===== src/rtl/stk_pipe_lk.sv =====
// Stack pipeline lookup stage: free-list line allocation and SRAM/uc issue.
// Optional perf counters: define STK_PIPE_LK_PERF_EN.
module stk_pipe_lk #(
  parameter int BANKS_N = 4,
  parameter int LINES_N = 64,
  parameter int ENGS_N  = 4,
  parameter int DATA_W  = 128,
  localparam int LINE_W = $clog2(LINES_N),
  localparam int BANK_W = $clog2(BANKS_N),
  localparam int PTR_W  = BANK_W + LINE_W,
  localparam int ENG_W  = $clog2(ENGS_N)
) (
  input  logic                       clk,
  input  logic                       arst_n,
  input  logic                       i_cmd_vld,
  input  logic [ENG_W-1:0]           i_cmd_engid,
  input  logic                       i_cmd_pop,
  input  logic [DATA_W-1:0]          i_cmd_dat,
  output logic                       o_cmd_rdy,
  input  logic [BANKS_N*PTR_W-1:0]   i_lk_prev_ptr_dout_w,
  output logic [BANKS_N-1:0]         o_lk_prev_ptr_ce_r,
  output logic [BANKS_N-1:0]         o_lk_prev_ptr_oe_r,
  output logic [BANKS_N*LINE_W-1:0]  o_lk_prev_ptr_addr_r,
  output logic [BANKS_N*PTR_W-1:0]   o_lk_prev_ptr_din_r,
  output logic [BANKS_N-1:0]         o_lk_ptr_dat_ce_r,
  output logic [BANKS_N-1:0]         o_lk_ptr_dat_oe_r,
  output logic [BANKS_N*LINE_W-1:0]  o_lk_ptr_dat_addr_r,
  output logic [BANKS_N*DATA_W-1:0]  o_lk_ptr_dat_din_r,
  output logic                       o_mem_uc_vld_r,
  output logic [ENG_W-1:0]           o_mem_uc_engid_r,
  output logic [BANK_W-1:0]          o_mem_uc_bankid_r,
  output logic                       o_mem_uc_head_vld_r,
  output logic [PTR_W-1:0]           o_mem_uc_head_ptr_r,
  output logic                       o_mem_uc_tail_vld_r,
  output logic [PTR_W-1:0]           o_mem_uc_tail_ptr_r
`ifdef STK_PIPE_LK_PERF_EN
  ,
  output logic [31:0]                o_perf_push_r,
  output logic [31:0]                o_perf_pop_r,
  output logic [31:0]                o_perf_err_r
`endif
);

  localparam int FL_D = BANKS_N * LINES_N;

  localparam logic [1:0] ST_INIT     = 2'd0;
  localparam logic [1:0] ST_IDLE     = 2'd1;
  localparam logic [1:0] ST_POP_WAIT = 2'd2;
  localparam logic [1:0] ST_POP_UPD  = 2'd3;

  logic [1:0]       state;
  logic [PTR_W-1:0] init_ptr;

  logic [PTR_W-1:0] fl_mem [FL_D];
  logic [PTR_W-1:0] fl_wp;
  logic [PTR_W-1:0] fl_rp;
  logic [PTR_W:0]   fl_cnt;

  logic [PTR_W-1:0] head  [ENGS_N];
  logic [PTR_W:0]   depth [ENGS_N];

  logic [ENG_W-1:0] pop_eng;
  logic [PTR_W-1:0] pop_ptr;

  logic              cmd_acc;
  logic              fl_empty;
  logic              fl_push;
  logic              fl_pop;
  logic [PTR_W-1:0]  fl_wdat;
  logic [PTR_W-1:0]  new_ptr;
  logic [BANK_W-1:0] new_bank;
  logic [LINE_W-1:0] new_line;
  logic [PTR_W-1:0]  cur_head;
  logic [PTR_W:0]    cur_depth;
  logic [BANK_W-1:0] hd_bank;
  logic [LINE_W-1:0] hd_line;
  logic              eng_empty;
  logic              do_push;
  logic              do_pop;
  logic              do_err;
  logic [BANK_W-1:0] pop_bank;
  logic [PTR_W-1:0]  upd_head;

  logic [BANKS_N-1:0]        nx_p_ce;
  logic [BANKS_N-1:0]        nx_p_oe;
  logic [BANKS_N*LINE_W-1:0] nx_p_addr;
  logic [BANKS_N*PTR_W-1:0]  nx_p_din;
  logic [BANKS_N-1:0]        nx_d_ce;
  logic [BANKS_N-1:0]        nx_d_oe;
  logic [BANKS_N*LINE_W-1:0] nx_d_addr;
  logic [BANKS_N*DATA_W-1:0] nx_d_din;
  logic [ENG_W-1:0]          nx_eng;
  logic [BANK_W-1:0]         nx_bank;
  logic                      nx_hv;
  logic [PTR_W-1:0]          nx_hp;
  logic                      nx_tv;
  logic [PTR_W-1:0]          nx_tp;

  assign o_cmd_rdy = (state == ST_IDLE);
  assign cmd_acc   = i_cmd_vld & o_cmd_rdy;

  assign fl_empty = (fl_cnt == '0);
  assign new_ptr  = fl_mem[fl_rp];
  assign new_bank = new_ptr[PTR_W-1:LINE_W];
  assign new_line = new_ptr[LINE_W-1:0];

  assign cur_head  = head[i_cmd_engid];
  assign cur_depth = depth[i_cmd_engid];
  assign eng_empty = (cur_depth == '0);
  assign hd_bank   = cur_head[PTR_W-1:LINE_W];
  assign hd_line   = cur_head[LINE_W-1:0];

  assign do_push = cmd_acc & ~i_cmd_pop & ~fl_empty;
  assign do_pop  = cmd_acc & i_cmd_pop & ~eng_empty;
  assign do_err  = cmd_acc & (i_cmd_pop ? eng_empty : fl_empty);

  // Refill happens only in INIT and POP_UPD, allocation only in IDLE.
  assign fl_push = (state == ST_INIT) | (state == ST_POP_UPD);
  assign fl_pop  = do_push;
  assign fl_wdat = (state == ST_INIT) ? init_ptr : pop_ptr;

  assign pop_bank = pop_ptr[PTR_W-1:LINE_W];
  assign upd_head = i_lk_prev_ptr_dout_w[pop_bank*PTR_W +: PTR_W];

  always_comb begin
    nx_p_ce   = '0;
    nx_p_oe   = '0;
    nx_p_addr = '0;
    nx_p_din  = '0;
    nx_d_ce   = '0;
    nx_d_oe   = '0;
    nx_d_addr = '0;
    nx_d_din  = '0;
    nx_eng    = cmd_acc ? i_cmd_engid : '0;
    nx_bank   = '0;
    nx_hv     = 1'b0;
    nx_hp     = '0;
    nx_tv     = 1'b0;
    nx_tp     = '0;
    unique case (1'b1)
      do_push: begin
        nx_bank = new_bank;
        nx_hv   = 1'b1;
        nx_hp   = new_ptr;
        nx_tv   = ~eng_empty;
        nx_tp   = cur_head;
        for (int b = 0; b < BANKS_N; b++) begin
          if (new_bank == BANK_W'(b)) begin
            nx_d_ce[b] = 1'b1;
            nx_d_addr[b*LINE_W +: LINE_W] = new_line;
            nx_d_din[b*DATA_W +: DATA_W]  = i_cmd_dat;
            nx_p_ce[b] = 1'b1;
            nx_p_addr[b*LINE_W +: LINE_W] = new_line;
            nx_p_din[b*PTR_W +: PTR_W]    = cur_head;
          end
        end
      end
      do_pop: begin
        nx_bank = hd_bank;
        nx_hv   = 1'b1;
        nx_hp   = cur_head;
        for (int b = 0; b < BANKS_N; b++) begin
          if (hd_bank == BANK_W'(b)) begin
            nx_d_ce[b] = 1'b1;
            nx_d_oe[b] = 1'b1;
            nx_d_addr[b*LINE_W +: LINE_W] = hd_line;
            nx_p_ce[b] = 1'b1;
            nx_p_oe[b] = 1'b1;
            nx_p_addr[b*LINE_W +: LINE_W] = hd_line;
          end
        end
      end
      default: ;
    endcase
  end

  always_ff @(posedge clk or negedge arst_n) begin
    if (!arst_n) begin
      o_lk_prev_ptr_ce_r   <= '0;
      o_lk_prev_ptr_oe_r   <= '0;
      o_lk_prev_ptr_addr_r <= '0;
      o_lk_prev_ptr_din_r  <= '0;
      o_lk_ptr_dat_ce_r    <= '0;
      o_lk_ptr_dat_oe_r    <= '0;
      o_lk_ptr_dat_addr_r  <= '0;
      o_lk_ptr_dat_din_r   <= '0;
      o_mem_uc_vld_r       <= 1'b0;
      o_mem_uc_engid_r     <= '0;
      o_mem_uc_bankid_r    <= '0;
      o_mem_uc_head_vld_r  <= 1'b0;
      o_mem_uc_head_ptr_r  <= '0;
      o_mem_uc_tail_vld_r  <= 1'b0;
      o_mem_uc_tail_ptr_r  <= '0;
    end else begin
      o_lk_prev_ptr_ce_r   <= nx_p_ce;
      o_lk_prev_ptr_oe_r   <= nx_p_oe;
      o_lk_prev_ptr_addr_r <= nx_p_addr;
      o_lk_prev_ptr_din_r  <= nx_p_din;
      o_lk_ptr_dat_ce_r    <= nx_d_ce;
      o_lk_ptr_dat_oe_r    <= nx_d_oe;
      o_lk_ptr_dat_addr_r  <= nx_d_addr;
      o_lk_ptr_dat_din_r   <= nx_d_din;
      o_mem_uc_vld_r       <= cmd_acc;
      o_mem_uc_engid_r     <= nx_eng;
      o_mem_uc_bankid_r    <= nx_bank;
      o_mem_uc_head_vld_r  <= nx_hv;
      o_mem_uc_head_ptr_r  <= nx_hp;
      o_mem_uc_tail_vld_r  <= nx_tv;
      o_mem_uc_tail_ptr_r  <= nx_tp;
    end
  end

  always_ff @(posedge clk) begin
    if (fl_push) begin
      fl_mem[fl_wp] <= fl_wdat;
    end
  end

  always_ff @(posedge clk or negedge arst_n) begin
    if (!arst_n) begin
      fl_wp  <= '0;
      fl_rp  <= '0;
      fl_cnt <= '0;
    end else begin
      if (fl_push) begin
        fl_wp <= fl_wp + 1'b1;
      end
      if (fl_pop) begin
        fl_rp <= fl_rp + 1'b1;
      end
      if (fl_push) begin
        fl_cnt <= fl_cnt + 1'b1;
      end else if (fl_pop) begin
        fl_cnt <= fl_cnt - 1'b1;
      end
    end
  end

  always_ff @(posedge clk or negedge arst_n) begin
    if (!arst_n) begin
      state    <= ST_INIT;
      init_ptr <= '0;
      pop_eng  <= '0;
      pop_ptr  <= '0;
      for (int i = 0; i < ENGS_N; i++) begin
        head[i]  <= '0;
        depth[i] <= '0;
      end
    end else begin
      unique case (state)
        ST_INIT: begin
          init_ptr <= init_ptr + 1'b1;
          if (init_ptr == PTR_W'(FL_D - 1)) begin
            state <= ST_IDLE;
          end
        end
        ST_IDLE: begin
          if (do_push) begin
            head[i_cmd_engid]  <= new_ptr;
            depth[i_cmd_engid] <= cur_depth + 1'b1;
          end
          if (do_pop) begin
            pop_eng <= i_cmd_engid;
            pop_ptr <= cur_head;
            state   <= ST_POP_WAIT;
          end
        end
        ST_POP_WAIT: begin
          state <= ST_POP_UPD;
        end
        ST_POP_UPD: begin
          // PREV read issued two cycles ago holds the next-older line.
          head[pop_eng]  <= upd_head;
          depth[pop_eng] <= depth[pop_eng] - 1'b1;
          state          <= ST_IDLE;
        end
        default: state <= ST_INIT;
      endcase
    end
  end

`ifdef STK_PIPE_LK_PERF_EN
  always_ff @(posedge clk or negedge arst_n) begin
    if (!arst_n) begin
      o_perf_push_r <= '0;
      o_perf_pop_r  <= '0;
      o_perf_err_r  <= '0;
    end else begin
      if (do_push && (o_perf_push_r != '1)) begin
        o_perf_push_r <= o_perf_push_r + 1'b1;
      end
      if (do_pop && (o_perf_pop_r != '1)) begin
        o_perf_pop_r <= o_perf_pop_r + 1'b1;
      end
      if (do_err && (o_perf_err_r != '1)) begin
        o_perf_err_r <= o_perf_err_r + 1'b1;
      end
    end
  end
`endif

endmodule


===== config.mk =====
export PLATFORM = sky130hd
export DESIGN_NAME = stk_pipe_lk
export DESIGN_NICKNAME = d
export VERILOG_FILES = /design/src/rtl/stk_pipe_lk.sv
export SDC_FILE = /design/constraint.sdc
export NUM_CORES = 2
export LEC_CHECK = 0
export CAP_MARGIN = 40
export CORE_MARGIN = 1.5
export CORE_UTILIZATION = 58
export CTS_CLUSTER_SIZE = 12
export DETAILED_ROUTE_END_ITERATION = 10
export PLACE_DENSITY = 0.85
export RECOVER_POWER = 100
export SLEW_MARGIN = 10
export SYNTH_ARGS = -nofsm -noshare
export SYNTH_HDL_FRONTEND = slang
export SYNTH_SLANG_ARGS = --single-unit

===== constraint.sdc =====
create_clock -name clk -period 4.9 [get_ports clk]
set_input_delay 0.49 -clock clk [delete_from_list [all_inputs] [get_ports clk]]
set_output_delay 0.49 -clock clk [all_outputs]
set_load 0.05 [all_outputs]

==> impl_metrics.xml <==
<?xml version="1.0" encoding="UTF-8"?>
<metrics>
  <group name="run_status">
    <metric name="run_status" unit="">complete, but fails checks</metric>
    <metric name="violations" unit="">capacitance limit, slew limit, setup timing</metric>
  </group>
  <group name="worst_setup_path">
    <metric name="worstPathRequired" unit="ps">5610</metric>
    <metric name="critPathMaxFanout" unit="">16</metric>
    <metric name="critical_path.cell_chain" unit="">buf_12, buf_4, mux4_2, mux4_2, a211o_1, a31oi_1, a21oi_1, mux2i_2, o21ai_0</metric>
    <metric name="reg2reg_from" unit="">fl_rp[0]</metric>
    <metric name="critical_path_cell_count" unit="">9</metric>
    <metric name="cp_num_buf_inv" unit="">2</metric>
    <metric name="timing_worst_setup_path_type" unit="">reg -&gt; reg</metric>
    <metric name="cp_slowest_stage_delay" unit="ps">830</metric>
    <metric name="cp-end-kind" unit="">flip-flop</metric>
    <metric name="critPathArrivalTime" unit="ps">5790</metric>
    <metric name="setup.reg_to_reg.worst_slack" unit="ps">-180</metric>
    <metric name="timing.critical_path.slowest_stage_cell" unit="">sky130_fd_sc_hd__mux2i_2</metric>
    <metric name="setup.worst_path.start" unit="">fl_rp[0]</metric>
    <metric name="cp_top_family" unit="">multiplexers</metric>
    <metric name="r2r_cells" unit="">9</metric>
    <metric name="critPathCapture" unit="">o_mem_uc_head_ptr_r[1]</metric>
    <metric name="crit-reg2reg-capture" unit="">o_mem_uc_head_ptr_r[1]</metric>
    <metric name="timing.critical_path.from_type" unit="">flip-flop</metric>
    <metric name="worst_path_most_repeated_cell" unit="">sky130_fd_sc_hd__mux4_2</metric>
  </group>
  <group name="layout">
    <metric name="seqCellArea" unit="sq mm">0.0793</metric>
    <metric name="instances_no_fill" unit="">9042</metric>
    <metric name="flow.area_growth_from_synthesis" unit="%">18.3</metric>
    <metric name="final_layout_top_logic_cells" unit="">2048 x sky130_fd_sc_hd__edfxtp_1, 706 x sky130_fd_sc_hd__dfrtp_1, 634 x sky130_fd_sc_hd__dlygate4sd3_1, 562 x sky130_fd_sc_hd__mux4_2, 322 x sky130_fd_sc_hd__nor2_1</metric>
    <metric name="design_area" unit="sq mm">0.125</metric>
    <metric name="final_stage_net_count" unit="">6674</metric>
    <metric name="fillerInstances" unit="">10247</metric>
    <metric name="post_route_cells_drive_above_1_share" unit="%">16.9</metric>
    <metric name="final-comb-area" unit="sq mm">0.0239</metric>
    <metric name="layout_top_cell" unit="">sky130_fd_sc_hd__edfxtp_1</metric>
  </group>
  <group name="sta">
    <metric name="setup_viol_count_final" unit="">375</metric>
    <metric name="period_used_share" unit="%">104</metric>
    <metric name="slew-limit-headroom" unit="%">-97.6</metric>
    <metric name="pins_over_slew_limit" unit="">1484</metric>
    <metric name="report.final.hold_viol_count" unit="">0</metric>
    <metric name="totalNegativeSetupSlack" unit="ps">-20280</metric>
    <metric name="clock_skew" unit="ps">65.0</metric>
    <metric name="final.setup.worst_slack" unit="ps">-176</metric>
    <metric name="grt_setup_unrepaired" unit="">no</metric>
    <metric name="tightestPinTransition" unit="ps">2960</metric>
    <metric name="hold_ws" unit="ps">219</metric>
    <metric name="final.min_clock_period" unit="ps">5080</metric>
    <metric name="fmaxAchievable" unit="GHz">0.197</metric>
  </group>
  <group name="flow_run">
    <metric name="log.warning_count" unit="">88</metric>
    <metric name="drv_cap" unit="">28</metric>
  </group>
  <group name="place">
    <metric name="pre_cts_ws" unit="ps">329</metric>
    <metric name="io_buffers" unit="">797</metric>
    <metric name="finalWeightedCongestion" unit="">0.939</metric>
    <metric name="post_place_cell_area" unit="sq mm">0.117</metric>
    <metric name="dp.final_hpwl" unit="microns">204000</metric>
    <metric name="total_placed_cells_including_tap_cells" unit="">8540</metric>
  </group>
  <group name="route">
    <metric name="drt-initial-drc-count" unit="">10393</metric>
    <metric name="dr.pass1.iters" unit="">7</metric>
    <metric name="route.top_layer_used" unit="">met5</metric>
    <metric name="ant_nets" unit="">0</metric>
    <metric name="wirelength_met1" unit="microns">104000</metric>
    <metric name="wl_met3" unit="microns">47600</metric>
    <metric name="routed-wl-met2" unit="microns">158000</metric>
    <metric name="route.vias.total" unit="">62763</metric>
    <metric name="drt-vias-per-instance" unit="">6.94</metric>
    <metric name="wirelength" unit="microns">337000</metric>
    <metric name="drc" unit="">0</metric>
  </group>
  <group name="power">
    <metric name="power.ir.vdd_worst" unit="V">0.000314</metric>
    <metric name="cell_internal_pwr" unit="W">0.0365</metric>
    <metric name="clockPowerShare" unit="%">44.4</metric>
    <metric name="power.leakage" unit="nW">42.6</metric>
    <metric name="total_power" unit="W">0.0456</metric>
    <metric name="power_density" unit="mW/mm^2">366</metric>
    <metric name="power.share.combinational" unit="%">1.2</metric>
    <metric name="sequential_fraction_of_design_power" unit="%">54.5</metric>
    <metric name="power.share.switching" unit="%">20.1</metric>
    <metric name="power.switching" unit="W">0.00916</metric>
  </group>
  <group name="global_routing">
    <metric name="grt_antenna_before_repair" unit="">33</metric>
    <metric name="grt_use_met3" unit="%">11.4</metric>
    <metric name="gr-max-usage-layer" unit="">met2</metric>
    <metric name="grt_first_pass_wirelength" unit="microns">468000</metric>
    <metric name="grt_remaining_overflow" unit="">0</metric>
    <metric name="grt_util_met2" unit="%">56.2</metric>
    <metric name="largest_net_degree_at_the_start_of_global_routing" unit="">157</metric>
    <metric name="first_global_vias" unit="">62764</metric>
  </group>
  <group name="clocking">
    <metric name="cts_buffers" unit="">291</metric>
    <metric name="tritoncts" unit="">done</metric>
    <metric name="cts.sink_count" unit="">2758</metric>
    <metric name="clk_pin_slew_worst_paths" unit="ps">60</metric>
    <metric name="clock.latency.late_pin" unit="ps">940</metric>
    <metric name="max-clock-path-buffers" unit="">4</metric>
    <metric name="clock_tree.htree_level_count" unit="">5</metric>
    <metric name="clock-root-buffer" unit="">sky130_fd_sc_hd__clkbuf_16</metric>
  </group>
  <group name="synthesis">
    <metric name="syn-instance-count" unit="">5518</metric>
    <metric name="syn_avg_cell_area" unit="sq um">19.1</metric>
    <metric name="post_synth_num_cell_types" unit="">73</metric>
    <metric name="post_synth_instance_area" unit="sq mm">0.105</metric>
    <metric name="yosys.stat.seqShare" unit="%">75.2</metric>
    <metric name="ys_dominant_reg_cell" unit="">sky130_fd_sc_hd__edfxtp_1</metric>
    <metric name="edf_count" unit="">2048</metric>
    <metric name="synth_nets" unit="">5705</metric>
    <metric name="numSynthFlops" unit="">2758</metric>
    <metric name="ys_area" unit="sq mm">0.105</metric>
    <metric name="yosysWarningCount" unit="">0</metric>
    <metric name="yosys_cell_count" unit="">5518</metric>
    <metric name="async_reset_ff_share" unit="%">25.7</metric>
  </group>
  <group name="floorplan">
    <metric name="core_area" unit="sq mm">0.181</metric>
    <metric name="floorplan.rows" unit="">156</metric>
    <metric name="die_x" unit="microns">429</metric>
    <metric name="fp_util" unit="%">58.4</metric>
    <metric name="design.die.area" unit="sq mm">0.184</metric>
    <metric name="ioPinCount" unit="">798</metric>
    <metric name="die_h" unit="microns">429</metric>
  </group>
  <group name="hold_path">
    <metric name="holdCritStartpoint" unit="">i_cmd_dat[62]</metric>
    <metric name="hold-path-endpoint" unit="">o_lk_ptr_dat_din_r[62]</metric>
    <metric name="hold_path.class" unit="">in -&gt; reg</metric>
    <metric name="hold_depth" unit="">2</metric>
  </group>
</metrics>
==> synth_stat cells (15+ instances only) <==
library cell               count  area [sq um]
sky130_fd_sc_hd__a21oi_1      39           195
sky130_fd_sc_hd__a221oi_1     29           254
sky130_fd_sc_hd__a22o_1       56           490
sky130_fd_sc_hd__a22oi_1      63           473
sky130_fd_sc_hd__a32oi_1      39           342
sky130_fd_sc_hd__and2_1      518          3240
sky130_fd_sc_hd__buf_1        19          71.3
sky130_fd_sc_hd__buf_2        81           405
sky130_fd_sc_hd__buf_4        76           571
sky130_fd_sc_hd__buf_6        40           450
sky130_fd_sc_hd__clkbuf_1    144           541
sky130_fd_sc_hd__dfrtp_1     710         17800
sky130_fd_sc_hd__edfxtp_1   2048         61500
sky130_fd_sc_hd__ha_1         20           250
sky130_fd_sc_hd__inv_1        26          97.6
sky130_fd_sc_hd__mux2_2       32           360
sky130_fd_sc_hd__mux2i_1      92           921
sky130_fd_sc_hd__mux4_2      562         12700
sky130_fd_sc_hd__nand2_1     188           706
sky130_fd_sc_hd__nand3_1      35           175
sky130_fd_sc_hd__nor2_1      321          1200
sky130_fd_sc_hd__nor2b_1      15          93.8
sky130_fd_sc_hd__nor4_1       26           163
sky130_fd_sc_hd__o21ai_0      65           325
sky130_fd_sc_hd__o21ai_1      30           150
sky130_fd_sc_hd__o22ai_1      32           200
sky130_fd_sc_hd__xnor2_1      29           254
==> power by group through the flow <==
| stage | Sequential [W] | Combinational, W | Clock (W) |
|---|---|---|---|
| 2_1_floorplan | 0.0253 | 0.0000641 | 0 |
| 3_3_place_gp | 0.0253 | 0.000505 | 0 |
| 3_5_place_dp | 0.0253 | 0.000516 | 0 |
| 4_1_cts | 0.0249 | 0.000522 | 0.0202 |
| 5_1_grt | 0.0248 | 0.000549 | 0.0210 |
| 6_report | 0.0248 | 0.000529 | 0.0202 |
==> sequential cells by signal (all words and copies together) (netlist names), 4 cells and up <==
register,count
fl_mem,2048
depth,36
pop_ptr,8
o_lk_ptr_dat_addr_r,24
head,32
fl_cnt,9
o_lk_ptr_dat_ce_r,4
fl_rp,8
o_mem_uc_head_ptr_r,7
init_ptr,8
o_lk_ptr_dat_din_r,512
o_mem_uc_tail_ptr_r,8
o_lk_ptr_dat_oe_r,4
o_lk_prev_ptr_din_r,32
fl_wp,8
==> logic make-up (layout without fill, tap and decap cells) <==
kind of cell / Yosys count / count (layout) / synth area share (%)
XOR/XNOR: 43 / 43 / 0.357
adder cells (fa/ha/maj): 21 / 21 / 0.257
AND/OR/NAND/NOR: 1178 / 1178 / 5.78
flip-flops: 2758 / 2758 / 75.2
other: 0 / 32 / 0
multiplexers: 687 / 687 / 13.3
buffers and inverters: 390 / 1512 / 2.09
AND-OR/OR-AND: 441 / 441 / 3.04
==> area by class of cell <==
type	instances	share of cell area, %
diodes	32	0.0642
clock buffers	421	6.49
clock inverters	25	0.147
inverters	27	0.0853
multi-input cells	2370	19.2
flip-flops and latches	2758	63.6
well taps	2370	2.38
repair buffers	1039	8.02
==> what timing repair did <==
item,CTS,global route
hold buffers,1,0
endpoints found under the setup margin,85,107
buffers inserted,0,8
hold endpoints to repair,84,0
resized,1,0
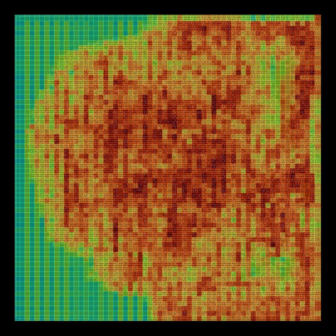
(routing congestion map)
routed wirelength normalized by instance count: 37.3 microns
Total Routing Usage GR: 36.1%
Final Util: 69.0%
fraction of met1 tracks used by global routing: 44.3%

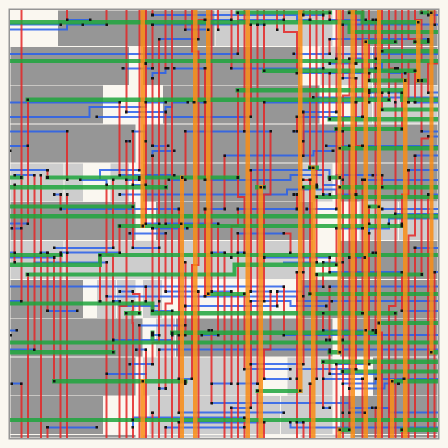
(a small window of the routed layout)
Window x 200 to 230, y 114 to 144 microns. Cells in gray, sequential cells in the stronger gray; small squares are vias.
- orange: metal 4
- red: metal 2
- blue: metal 1
- green: metal 3
- netlist names of flops here include: `fl_mem` (21)
- sequential cells in the window: 21
- most frequent: edfxtp_1 (21), nor2_1 (5), mux4_2 (4)
- cells with their middle in the window: 39

Power figures rest on the tool's default switching activity, not on a simulated workload.
